### Met1 routing, run 1

Supply wires on this layer in grey.
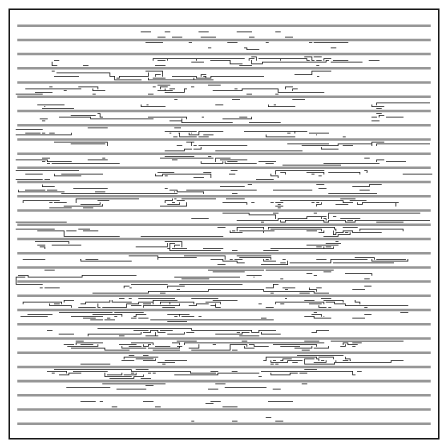
### M2 wires, run 1

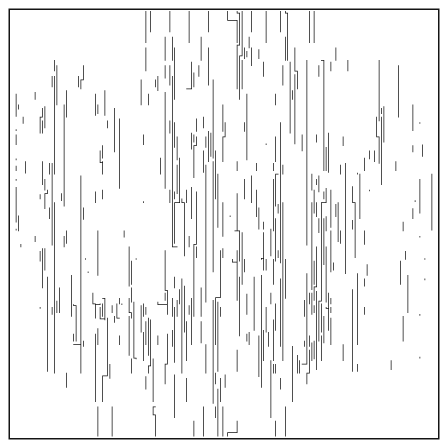
### Signal wires on met3, run 1

Bar = 20 um.
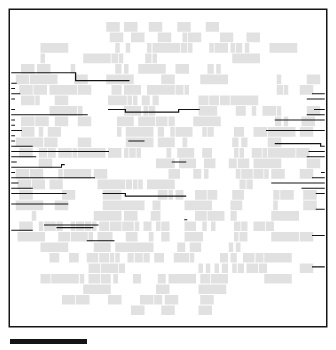
### src/rtl/stack_mem_master.sv
// stack_mem_master
// Initiator-side controller for the 32x8 data memory of the multi-cycle stack
// processor. Accepts PUSH/POP/LOAD/STORE requests over a valid/ready handshake,
// drives the memory strobes, address and write data, maintains the stack
// pointer and occupancy count, and reports completion with a one-cycle done.
//
// Handshake: a request transfers on a rising edge where req_valid=1 and
// req_ready=1. req_ready is high only in IDLE. req_* inputs are ignored in
// every other state.
//
// Ports:
//   clk, rst               clock, synchronous active-high reset
//   req_valid/req_ready    request handshake
//   req_op                 00 PUSH, 01 POP, 10 LOAD, 11 STORE
//   req_addr, req_wdata    LOAD/STORE address, PUSH/STORE data
//   done, err, rdata       completion pulse, over/underflow flag, read result
//   sp, count, empty, full stack status
//   mem_read, mem_write    memory strobes (one cycle per access)
//   mem_addr, mem_wdata    memory address and write data
//   mem_rdata              memory read data (combinational from mem_addr)
module stack_mem_master #(
  parameter int ADDR_W    = 5,
  parameter int DATA_W    = 8,
  parameter int DEPTH     = 32,
  parameter int STACK_TOP = 31
) (
  input  logic              clk,
  input  logic              rst,
  input  logic              req_valid,
  output logic              req_ready,
  input  logic [1:0]        req_op,
  input  logic [ADDR_W-1:0] req_addr,
  input  logic [DATA_W-1:0] req_wdata,
  output logic              done,
  output logic              err,
  output logic [DATA_W-1:0] rdata,
  output logic [ADDR_W-1:0] sp,
  output logic [ADDR_W:0]   count,
  output logic              empty,
  output logic              full,
  output logic              mem_read,
  output logic              mem_write,
  output logic [ADDR_W-1:0] mem_addr,
  output logic [DATA_W-1:0] mem_wdata,
  input  logic [DATA_W-1:0] mem_rdata
);

  typedef enum logic [1:0] {
    IDLE = 2'd0,
    RD   = 2'd1,
    WR   = 2'd2,
    DONE = 2'd3
  } state_t;

  localparam logic [1:0] OP_PUSH  = 2'b00;
  localparam logic [1:0] OP_POP   = 2'b01;
  localparam logic [1:0] OP_LOAD  = 2'b10;
  localparam logic [1:0] OP_STORE = 2'b11;

  localparam logic [ADDR_W-1:0] SP_RESET   = ADDR_W'(STACK_TOP);
  localparam logic [ADDR_W:0]   FULL_COUNT = (ADDR_W+1)'(DEPTH);

  state_t              state;
  logic [1:0]          op_q;
  logic                err_q;
  logic [ADDR_W-1:0]   addr_q;
  logic [DATA_W-1:0]   data_q;
  logic [DATA_W-1:0]   rdata_q;
  logic [ADDR_W-1:0]   sp_q;
  logic [ADDR_W:0]     count_q;
  logic                is_empty;
  logic                is_full;

  assign is_empty = (count_q == '0);
  assign is_full  = (count_q == FULL_COUNT);

  always_ff @(posedge clk) begin
    if (rst) begin
      state   <= IDLE;
      op_q    <= OP_PUSH;
      err_q   <= 1'b0;
      addr_q  <= '0;
      data_q  <= '0;
      rdata_q <= '0;
      sp_q    <= SP_RESET;
      count_q <= '0;
    end else begin
      case (state)
        IDLE: begin
          if (req_valid) begin
            op_q   <= req_op;
            data_q <= req_wdata;
            case (req_op)
              OP_PUSH: begin
                addr_q <= sp_q;
                err_q  <= is_full;
                state  <= is_full ? DONE : WR;
              end
              OP_POP: begin
                // sp points at the next free slot, so the top entry is one above.
                addr_q <= sp_q + 1'b1;
                err_q  <= is_empty;
                state  <= is_empty ? DONE : RD;
              end
              OP_LOAD: begin
                addr_q <= req_addr;
                err_q  <= 1'b0;
                state  <= RD;
              end
              OP_STORE: begin
                addr_q <= req_addr;
                err_q  <= 1'b0;
                state  <= WR;
              end
            endcase
          end
        end
        RD: begin
          rdata_q <= mem_rdata;
          state   <= DONE;
        end
        WR: begin
          state <= DONE;
        end
        DONE: begin
          // Stack bookkeeping commits only once the access has completed.
          if (!err_q) begin
            if (op_q == OP_PUSH) begin
              sp_q    <= sp_q - 1'b1;
              count_q <= count_q + 1'b1;
            end else if (op_q == OP_POP) begin
              sp_q    <= sp_q + 1'b1;
              count_q <= count_q - 1'b1;
            end
          end
          state <= IDLE;
        end
      endcase
    end
  end

  // Moore decode of the registered state; rst masks the strobes and the
  // completion pulse so a reset landing mid-request never touches memory
  // or reports a dropped request.
  assign req_ready = (state == IDLE);
  assign done      = (state == DONE) && !rst;
  assign err       = done && err_q;
  assign mem_read  = (state == RD) && !rst;
  assign mem_write = (state == WR) && !rst;
  assign mem_addr  = addr_q;
  assign mem_wdata = data_q;
  assign rdata     = rdata_q;
  assign sp        = sp_q;
  assign count     = count_q;
  assign empty     = is_empty;
  assign full      = is_full;

endmodule

### config.mk
export PLATFORM = sky130hd
export DESIGN_NAME = stack_mem_master
export DESIGN_NICKNAME = d
export VERILOG_FILES = /design/src/rtl/stack_mem_master.sv
export SDC_FILE = /design/constraint.sdc
export NUM_CORES = 1
export LEC_CHECK = 0
export CAP_MARGIN = 20
export CORE_UTILIZATION = 30
export CTS_CLUSTER_SIZE = 40
export DETAILED_ROUTE_END_ITERATION = 10
export PLACE_DENSITY = 0.54
export SYNTH_ARGS = -nofsm -noshare
export SYNTH_HDL_FRONTEND = slang
export SYNTH_SLANG_ARGS = --single-unit
### constraint.sdc
create_clock -name clk -period 2.8 [get_ports clk]
set_input_delay 0.56 -clock clk [delete_from_list [all_inputs] [get_ports clk]]
set_output_delay 0.56 -clock clk [all_outputs]
set_load 0.01 [all_outputs]
==> flow_summary.ini, run 1 <==
; generated from flow reports
[outcome]
status = completed

[flow_run]
warnings = 33

[clocking]
cts_hold_buf = 0
clk_pin_slew_worst_paths_ns = 0.08
cts_tree = built
postCtsSetupBuffers = 0
cts-root-buf = clkbuf_8

[timing]
hold_ws_ns = 0.4554
finalSetupViolations = 0
setup_tns_ns = 0
period_needed_ns = 2.677
rsz0062_at_grt = no
hold_viol = 0
skew_ns = 0.007724

[logic_synthesis]
edf_count = 0
ys_chip_area_um2 = 1914
async_flop_share_pct = 0
ys_cells = 228
most_common_cell = dfxtp_1
top_cell_area_share_pct = 38.69
yosysWarnings = 0
fp_nets = 267
mappedNetlistArea_um2 = 1914

[route]
drtIter0Drc = 64
wl_per_cell_um = 12.88
drt-pass1-iter-count = 4
remaining_drc_errors = 0
via_per_inst = 4.764

[cells_and_area]
finalNetCount = 332
clk_share_pct = 4.165
comb-cell-share_pct = 39.61
drive_gt1_share_pct = 7.143
n_antenna_cell = 0
seqCellArea_um2 = 740.7
nNonClkBuffers = 70
seq_share_pct = 26.80
biggestCellCategory = multi-input combinational cells
comb_area_um2 = 1095
clock_buffer_count = 5
area_growth_pct = 44.38
num-multi-input-gates = 170
fillCellCount = 605

[critical_path]
r2r_end = count[5]
rrSetupSlack_ns = 0.72
cpPeakStageDelay_ns = 0.61
cp_slowest_cell = clkdlybuf4s50_1
crit_fanout = 8

[floorplan]
chipWidth_um = 81.88
coreArea_um2 = 6026
ios = 65
row_count = 28

[placed_design]
hpwl_mm = 3.511
place_area_um2 = 2649
routabilityCongestion = 0.7701

[grt]
antenna_found_initial = 0
grt_start_max_net_pins = 26
gr-max-usage-layer = met2
overflow = 0

[hold_path]
holdCritPathClass = reg2reg
-- 'Met1 routing' (at the start) --
share of all routed wire = 48%
nets with wire on the layer = 279
main direction = horizontal
wire length on this layer = 2,290 um
longest straight run = 26.7 um
GRT met1 Usage: 19.31%
vias: 1,758
drt total wl: 4.751 mm

-- 'M2 wires' (at the start) --
longest straight run = 37.7 um
main direction = vertical
share of all routed wire = 43%
nets with wire on the layer = 245

-- 'Signal wires on met3' (at the start) --
main direction = horizontal
nets with wire on the layer = 45
met3 usage: 6.000%

[run 1: cell families (layout without fill, tap and decap cells)]
| group | count (synthesis) | after routing | synth area share, % |
|---|---|---|---|
| AND-OR/OR-AND | 50 | 50 | 17.78 |
| adder cells (fa/ha/maj) | 13 | 13 | 8.497 |
| flip-flops | 37 | 37 | 38.69 |
| AND/OR/NAND/NOR | 87 | 87 | 21.11 |
| buffers and inverters | 21 | 87 | 4.117 |
| multiplexers | 9 | 9 | 4.771 |
| XOR/XNOR | 11 | 11 | 5.033 |
[run 1: how the worst max path moves through the flow]
stage,start,end,slack [ns]
floorplan,op_q[0],count[5],0.70
global placement,rst,err,0.30
detailed placement,rst,err,0.30
CTS,count[1],empty,0.11
global route,count[1],empty,0.009
finish,count[1],empty,0.12
[run 1: where the power goes]
part	switching, mW	internal, mW	leakage (nW)	total (mW)
combinational	0.216	0.233	0.746	0.450
sequential	0.0381	0.577	0.302	0.615
clock	0.205	0.267	0.0543	0.471
[run 1: critical path, delay by kind of cell (launching register included)]
family,cells,cell delay (ns)
and+or+nand+nor,2,0.83
DFF,1,0.38
buffers and inverters,1,0.61
[run 1: layer usage]
metal	vias up	wire [um]
met3	6	358
li1	911	-
met2	52	2055
met1	789	2293
met5	-	0
met4	0	44
[run 1: placed cells by master (no fill, tap or decap), types with 2 or more instances in the layout]
master,instances
xnor2_1,8
inv_1,8
o21ai_0,7
nand2b_1,5
or3_1,2
a211o_1,3
dfxtp_1,37
nand3_1,3
nor2_1,25
a21oi_1,21
nor2b_1,5
and2_1,4
nand2_1,33
xor2_1,3
a211oi_1,6
o22a_1,2
clkdlybuf4s50_1,64
nand3b_1,2
buf_4,6
a221oi_1,4
clkbuf_8,5
ha_1,13
mux2i_1,8
==> run 1 -> run 2 <==
--- a/config.mk
+++ b/config.mk
@@ -5,7 +5,7 @@
 export SDC_FILE = /design/constraint.sdc
 export NUM_CORES = 1
 export LEC_CHECK = 0
-export CAP_MARGIN = 20
+export CORE_MARGIN = 2
 export CORE_UTILIZATION = 30
 export CTS_CLUSTER_SIZE = 40
 export DETAILED_ROUTE_END_ITERATION = 10
### Gate families picked out, run 2

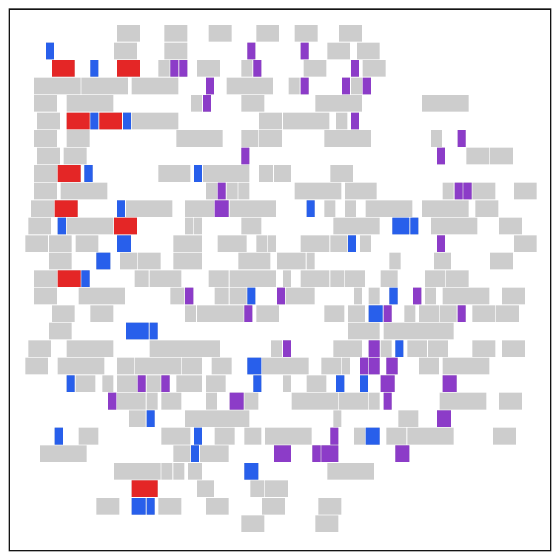
NOR gates -> blue  # cells 34
NAND gates -> purple  # cells 44
multiplexers -> red  # cells 9
Comb/total area: 39.52%
Post-Layout Cell Count: 369
Commonest Layout Cell: clkdlybuf4s50_1

==> run 2 against run 1 <==
Net effect: cell area up 0.23%; critical path type unchanged; sequential share of layout area is 0.061 points lower; setup slack gained 0.027 ns; clock skew is 0.0012 ns lower; area after synthesis unchanged; critical path depth grew 1; wire length is 0.36% lower; largest power group unchanged; flip-flop count did not move; count of clock-buffer cells in the layout is the same; maximum frequency rose by 1.0%; combinational power is 2% lower; total power rose by 4.3%.
==> flow_summary.ini, run 2 <==
; generated from flow reports
[timing]
setup_tns_ns = 0
finalSetupViolations = 0
hold_viol = 0
period_needed_ns = 2.651
skew_ns = 0.006496
rsz0062_at_grt = no

[route]
drt_wl_total_mm = 4.734
num_vias = 1742
drtIter0Drc = 80
via_per_inst = 4.721
wl_per_cell_um = 12.83

[clocking]
cts-root-buf = clkbuf_8
cts_tree = built
clk_pin_slew_worst_paths_ns = 0.08
postCtsSetupBuffers = 0
cts_hold_buf = 0

[floorplan]
coreArea_um2 = 6277
ios = 65
row_count = 29

[logic_synthesis]
yosysWarnings = 0
most_common_cell = dfxtp_1
ys_sh_aoi_pct = 17.78
topCombFamilyByArea = simple AND/OR/NAND/NOR gates
edf_count = 0
ys_sh_xor_pct = 5.033
ys_cells = 228
top_cell_area_share_pct = 38.69
async_flop_share_pct = 0
fp_nets = 267
mappedNetlistArea_um2 = 1914
synthMuxAreaShare_pct = 4.771
ys_chip_area_um2 = 1914

[placed_design]
place_area_um2 = 2636
routabilityCongestion = 0.7650
hpwl_mm = 3.493

[grt]
overflow = 0
antenna_found_initial = 0
grt_start_max_net_pins = 39

[cells_and_area]
drive_gt1_share_pct = 6.507
n_antenna_cell = 0
finalNetCount = 330

[flow_run]
warnings = 33

[hold_path]
holdCritPathClass = reg2reg

[critical_path]
crit_fanout = 8

[outcome]
status = completed
## run 2: routing by layer
layer | vias up | routed length [um] | global-route usage, % | share of wire, %
li1 | 909 | - | - | -
met1 | 782 | 2424 | 19.03 | 51
met2 | 46 | 1978 | 21.24 | 42
met3 | 5 | 290 | 4.253 | 6.1
met4 | 0 | 40 | 4.252 | 0.84
met5 | - | 0 | 0 | 0
## run 2: kinds of logic (layout without fill, tap and decap cells)
family | Yosys count | in the layout
AOI/OAI and AO/OA | 50 | 50
xor gates and xnor gates | 11 | 11
adders and majority gates | 13 | 13
buffers and inverters | 21 | 85
DFF | 37 | 37
muxes | 9 | 9
and+or+nand+nor | 87 | 87
## run 2: worst max-delay path, cell delays in order (launching register included)
cell	delay (ns)
dfxtp_1	0.39
or4_1	0.58
nor2_1	0.14
and2_1	0.15
clkdlybuf4s50_1	0.54
## run 2: layout make-up
class,count,area [um^2]
fillers,644,3507
multi-input cells,170,1095
flip-flops and latches,37,740.7
repair buffers,68,670.6
well taps,77,96.34
clock buffers,5,68.82
clock inverters,3,65.06
inverters,9,33.78
## run 2: worst paths after layout
path                            slack, ns  cells after the start           end         start
worst max register to register       0.49                      8      count[5]       op_q[1]
worst min-delay path                 0.46                      2  mem_wdata[5]  mem_wdata[5]
worst min register to register       0.46                      2  mem_wdata[5]  mem_wdata[5]
worst max-delay path                 0.15                      4          full      count[1]
## run 2: where the power goes
| part | switching (mW) | total, mW | internal, mW |
|---|---|---|---|
| clock network | 0.192 | 0.545 | 0.354 |
| logic | 0.212 | 0.441 | 0.229 |
| registers | 0.0397 | 0.617 | 0.578 |
Power and IR drop assume default switching activity.
